==> images/metal_stack.png <==
Drawn at 1 px/um.
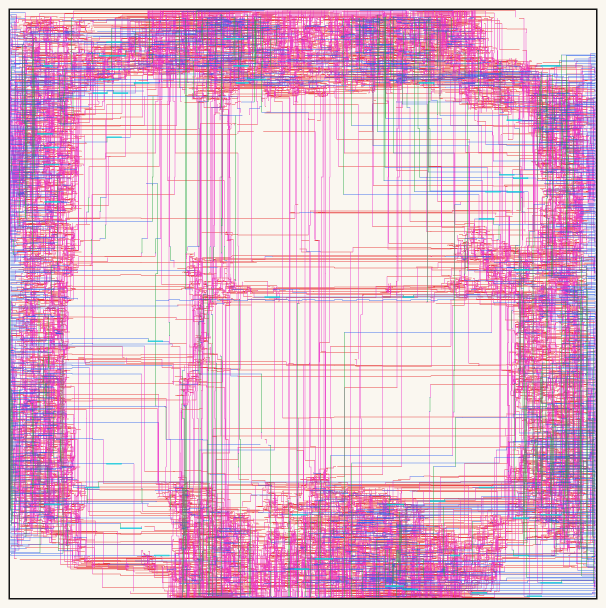
==> images/density.png <==
Drawn at 0.5 px/um. The die is cut into 29 by 29 equal tiles; white is low, dark blue is high, 0 to 100% covered.
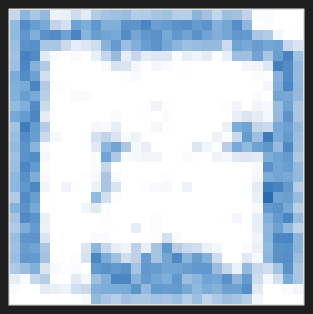
==> images/registers.png <==
Drawn at 1 px/um. Other sequential cells in the stronger grey, the rest of the logic in the fainter grey.
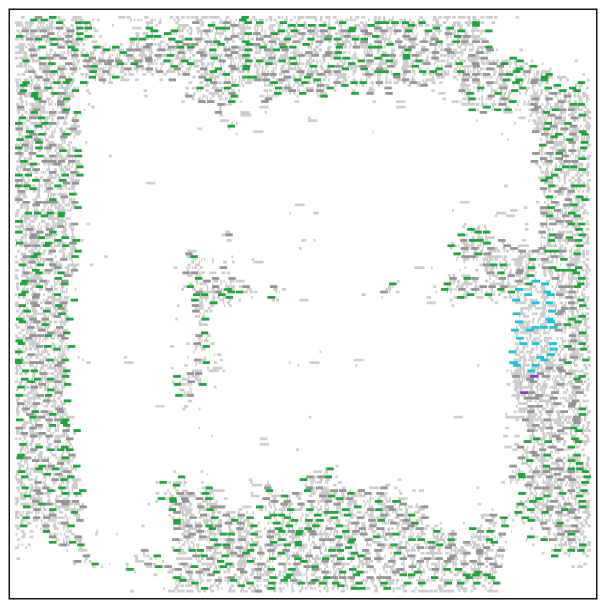
==> images/final_clocks.png <==
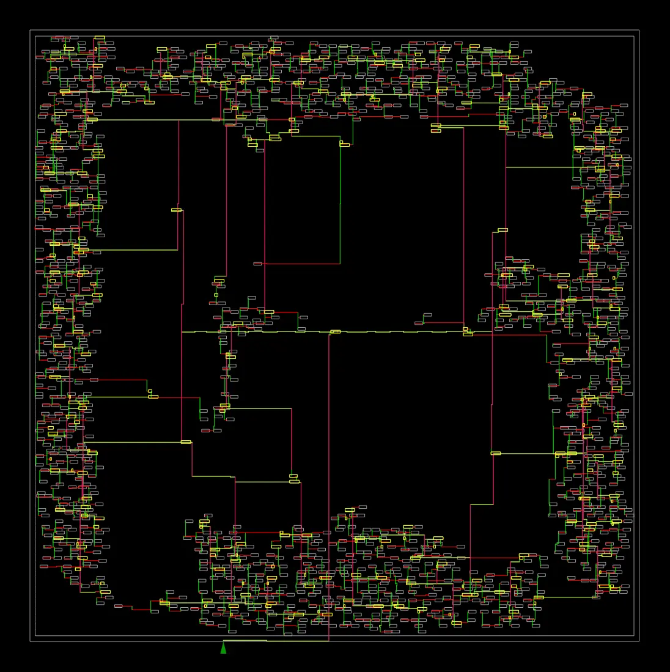
<file path="src/rtl/axis_be2le_skid_bridge_pkg.sv">
// Shared definitions for the wt_unit stream bridges: skid-buffer FSM states and a log2 helper.
package axis_be2le_skid_bridge_pkg;

    typedef enum logic [1:0] {
        ST_EMPTY = 2'd0,
        ST_ONE   = 2'd1,
        ST_TWO   = 2'd2
    } skid_state_t;

    // Ceiling log2, returns 0 for values of 0 or 1.
    function automatic int log2(input int value);
        int r;
        r = 0;
        while ((1 << r) < value) begin
            r = r + 1;
        end
        return r;
    endfunction

endpackage

</file>
<file path="src/rtl/axis_skid_buffer.sv">
// Two-entry registered skid buffer: output register plus one skid register, ready is a flop.
module axis_skid_buffer
    import axis_be2le_skid_bridge_pkg::*;
#(
    parameter int PW = 8
) (
    input  logic          clk,
    input  logic          reset,
    input  logic [PW-1:0] i_s_data,
    input  logic          i_s_valid,
    output logic          o_s_ready,
    output logic [PW-1:0] o_m_data,
    output logic          o_m_valid,
    input  logic          i_m_ready
);

    skid_state_t   r_state;
    skid_state_t   w_next;
    logic [PW-1:0] r_out;
    logic [PW-1:0] r_skid;
    logic          r_ready;
    logic          w_push;
    logic          w_pop;
    logic          w_load_out_in;
    logic          w_load_out_skid;
    logic          w_load_skid;

    // A beat moves on valid&ready at each side; ready is registered so no input-to-ready path exists.
    assign w_push = i_s_valid & r_ready;
    assign w_pop  = (r_state != ST_EMPTY) & i_m_ready;

    always_comb begin
        w_next          = r_state;
        w_load_out_in   = 1'b0;
        w_load_out_skid = 1'b0;
        w_load_skid     = 1'b0;
        case (r_state)
            ST_EMPTY: begin
                if (w_push) begin
                    w_next        = ST_ONE;
                    w_load_out_in = 1'b1;
                end
            end
            ST_ONE: begin
                if (w_push && !w_pop) begin
                    w_next      = ST_TWO;
                    w_load_skid = 1'b1;
                end else if (w_pop && !w_push) begin
                    w_next = ST_EMPTY;
                end else if (w_push && w_pop) begin
                    w_load_out_in = 1'b1;
                end
            end
            ST_TWO: begin
                if (w_pop) begin
                    w_next          = ST_ONE;
                    w_load_out_skid = 1'b1;
                end
            end
            default: begin
                w_next = ST_EMPTY;
            end
        endcase
    end

    always_ff @(posedge clk) begin
        if (reset) begin
            r_state <= ST_EMPTY;
            r_out   <= '0;
            r_skid  <= '0;
            r_ready <= 1'b0;
        end else begin
            r_state <= w_next;
            r_ready <= (w_next != ST_TWO);
            if (w_load_out_in) begin
                r_out <= i_s_data;
            end else if (w_load_out_skid) begin
                r_out <= r_skid;
            end
            if (w_load_skid) begin
                r_skid <= i_s_data;
            end
        end
    end

    assign o_s_ready = r_ready;
    assign o_m_data  = r_out;
    assign o_m_valid = (r_state != ST_EMPTY);

endmodule

</file>
<file path="src/rtl/axis_be2le_skid_bridge.sv">
// Big-endian to little-endian AXI4-Stream bridge with 2-entry skid buffer and status counters.
// Optional tkeep contiguity checker enabled by defining BE2LE_KEEP_CHECK_EN.
module axis_be2le_skid_bridge
    import axis_be2le_skid_bridge_pkg::*;
#(
    parameter int C_AXIS_DATA_WIDTH  = 512,
    parameter int C_AXIS_TUSER_WIDTH = 128,
    parameter int C_CNT_WIDTH        = 32
) (
    input  logic                            clk,
    input  logic                            reset,
    input  logic [C_AXIS_DATA_WIDTH-1:0]    s_axis_tdata,
    input  logic [C_AXIS_DATA_WIDTH/8-1:0]  s_axis_tkeep,
    input  logic [C_AXIS_TUSER_WIDTH-1:0]   s_axis_tuser,
    input  logic                            s_axis_tvalid,
    output logic                            s_axis_tready,
    input  logic                            s_axis_tlast,
    output logic [C_AXIS_DATA_WIDTH-1:0]    m_axis_tdata,
    output logic [C_AXIS_DATA_WIDTH/8-1:0]  m_axis_tkeep,
    output logic [C_AXIS_TUSER_WIDTH-1:0]   m_axis_tuser,
    output logic                            m_axis_tvalid,
    input  logic                            m_axis_tready,
    output logic                            m_axis_tlast,
    output logic [C_CNT_WIDTH-1:0]          pkt_count,
    output logic [C_CNT_WIDTH-1:0]          beat_count,
    output logic                            keep_err
);

    localparam int DW = C_AXIS_DATA_WIDTH;
    localparam int KW = C_AXIS_DATA_WIDTH / 8;
    localparam int UW = C_AXIS_TUSER_WIDTH;
    localparam int CW = C_CNT_WIDTH;
    localparam int PW = UW + 1 + KW + DW;
    localparam logic [CW-1:0] CNT_ONE = {{(CW-1){1'b0}}, 1'b1};

    logic [DW-1:0] w_le_data;
    logic [KW-1:0] w_le_keep;
    logic [PW-1:0] w_s_payload;
    logic [PW-1:0] w_m_payload;
    logic          w_s_hs;
    logic          w_m_hs;
    logic [CW-1:0] r_beat_count;
    logic          r_beat_clr;
    logic [CW-1:0] r_pkt_count;

    // Swap happens before the buffer, so both stored entries are already little-endian.
    always_comb begin
        w_le_data = '0;
        w_le_keep = '0;
        for (int i = 0; i < KW; i++) begin
            w_le_data[8*i +: 8] = s_axis_tdata[DW-8*i-8 +: 8];
            w_le_keep[i]        = s_axis_tkeep[KW-1-i];
        end
    end

    assign w_s_payload = {s_axis_tuser, s_axis_tlast, w_le_keep, w_le_data};

    axis_skid_buffer #(
        .PW (PW)
    ) u_skid (
        .clk       (clk),
        .reset     (reset),
        .i_s_data  (w_s_payload),
        .i_s_valid (s_axis_tvalid),
        .o_s_ready (s_axis_tready),
        .o_m_data  (w_m_payload),
        .o_m_valid (m_axis_tvalid),
        .i_m_ready (m_axis_tready)
    );

    assign {m_axis_tuser, m_axis_tlast, m_axis_tkeep, m_axis_tdata} = w_m_payload;

    assign w_s_hs = s_axis_tvalid & s_axis_tready;
    assign w_m_hs = m_axis_tvalid & m_axis_tready;

    // beat_count shows the final beat number for one cycle after tlast, then restarts.
    always_ff @(posedge clk) begin
        if (reset) begin
            r_beat_count <= '0;
            r_beat_clr   <= 1'b0;
            r_pkt_count  <= '0;
        end else begin
            r_beat_clr <= w_s_hs & s_axis_tlast;
            if (r_beat_clr) begin
                r_beat_count <= w_s_hs ? CNT_ONE : '0;
            end else if (w_s_hs && (r_beat_count != {CW{1'b1}})) begin
                r_beat_count <= r_beat_count + CNT_ONE;
            end
            if (w_m_hs && m_axis_tlast) begin
                r_pkt_count <= r_pkt_count + CNT_ONE;
            end
        end
    end

    assign beat_count = r_beat_count;
    assign pkt_count  = r_pkt_count;

`ifdef BE2LE_KEEP_CHECK_EN
    logic r_keep_err;
    logic w_keep_bad;

    // In little-endian order a legal last-beat keep is 0..01..1, i.e. keep & (keep+1) == 0.
    always_comb begin
        w_keep_bad = 1'b0;
        if (s_axis_tlast) begin
            w_keep_bad = ((w_le_keep & (w_le_keep + {{(KW-1){1'b0}}, 1'b1})) != '0);
        end else begin
            w_keep_bad = (s_axis_tkeep != {KW{1'b1}});
        end
    end

    always_ff @(posedge clk) begin
        if (reset) begin
            r_keep_err <= 1'b0;
        end else if (w_s_hs && w_keep_bad) begin
            r_keep_err <= 1'b1;
        end
    end

    assign keep_err = r_keep_err;
`else
    assign keep_err = 1'b0;
`endif

endmodule

</file>
<file path="config.mk">
export PLATFORM = sky130hd
export DESIGN_NAME = axis_be2le_skid_bridge
export DESIGN_NICKNAME = d
export VERILOG_FILES = /design/src/rtl/axis_be2le_skid_bridge_pkg.sv /design/src/rtl/axis_skid_buffer.sv /design/src/rtl/axis_be2le_skid_bridge.sv
export SDC_FILE = /design/constraint.sdc
export NUM_CORES = 2
export LEC_CHECK = 0
export CORE_AREA = 5 5 581 583
export DETAILED_ROUTE_END_ITERATION = 10
export DIE_AREA = 0 0 586 588
export GPL_TIMING_DRIVEN = 0
export SLEW_MARGIN = 30
export SYNTH_ARGS = -nofsm -noshare
export SYNTH_HDL_FRONTEND = slang
export SYNTH_SLANG_ARGS = --single-unit
export TNS_END_PERCENT = 10
</file>
<file path="constraint.sdc">
create_clock -name clk -period 2.5 [get_ports clk]
set_clock_uncertainty 0.2 [all_clocks]
set_input_delay 0.625 -clock clk [delete_from_list [all_inputs] [get_ports clk]]
set_output_delay 0.625 -clock clk [all_outputs]
set_load 0.1 [all_outputs]
</file>
==> results.txt <==
flow finished, numbers: WP data required=1.67 ns, mux frac, synth=0.000359, vias per std cell=4.55, # rows=between 200 and 250, R2R cell count=8, DR top layer=met5, Worst path slowest cell=buf_2, Adder Share, Synth=0.000448, hold-fix buffer count after cts=1, Tmin final=around 2.6 ns, Final Hold Vio Count=0, Mapped Area=55800 sq um, Largest stage delay, worst path=0.50 ns, final routed DRC violation total=0, Top cell area share=0.530, Tot Pwr=roughly 63000 uW, clock net sink count=1478, crit path launch type=flop, Hold WC Path Type=primary input to flop, Max Cap Violations=0, Post-synth EDFFs=0, Antenna Nets Post-Route=0, worst vdd ir=559 uV, largest net degree at the start of global routing=14, Routability Congestion=0.960, switching pwr=approximately 21000 uW, PostCTS Resize Cnt=around 1900, DP Worst Slack=-1.86 ns, tap cells=~4400, Data buffer area share=0.197, syn nets=7785, die height=roughly 590 um, achievable frequency=390 MHz, port bufs=approximately 1500, Worst Path Arrival=1.74 ns, global route hottest layer=met2, hold path cells=3, max_slew headroom=0.301, reported leakage power=0.0288 uW, vias in the first global route=56010, aoi share=0.199, status=complete, but fails checks, num ports=1481, Critical Path Stages=1, Crit Path Max Fanout=2, logic area=approximately 24000 sq um, final setup margin=-0.0652 ns, delay-heaviest family, CP=buffers and inverters, GR Layer Usage met1=0.240, final-report setup violation count=150, xor/xnor share=0.00581, endpoint class of the critical path=output pin, Nets=9471, failing checks=negative setup slack
-- metal_stack.png (at the start) --
legend:
  met1:
    colour: red
    wire_length: 140 mm
  met5:
    colour: cyan
    wire_length: 714 um
  met4:
    colour: green
    wire_length: 21.6 mm
  met2:
    colour: magenta
    wire_length: 155 mm
  met3:
    colour: blue
    wire_length: 44.8 mm
All-Layer GR Usage: 0.199
DR vias: 60829
final WL: 362000 um

-- density.png (at the start) --
nearly empty tiles: 40%
tiles over 75% full: 0.10%
fullest tile: 77%
Util after Layout: 0.244
core box area: 332000 sq um

-- registers.png (at the start) --
legend:
  `u_skid.o_m_data`:
    colour: green
    placed_flops: 705
    where: all over the die
  `beat_count`:
    colour: cyan
    placed_flops: 32
    where: east
  `u_skid.r_state`:
    colour: purple
    placed_flops: 2
not coloured: 739
sequential cell area share: 0.366
register area: 29700 sq um

-- final_clocks.png (at the start) --
flop count: 1478
Layout clock buffers: 261
Clock group: 26400 uW

No activity file was given, so power comes from the tool's default toggle rates.
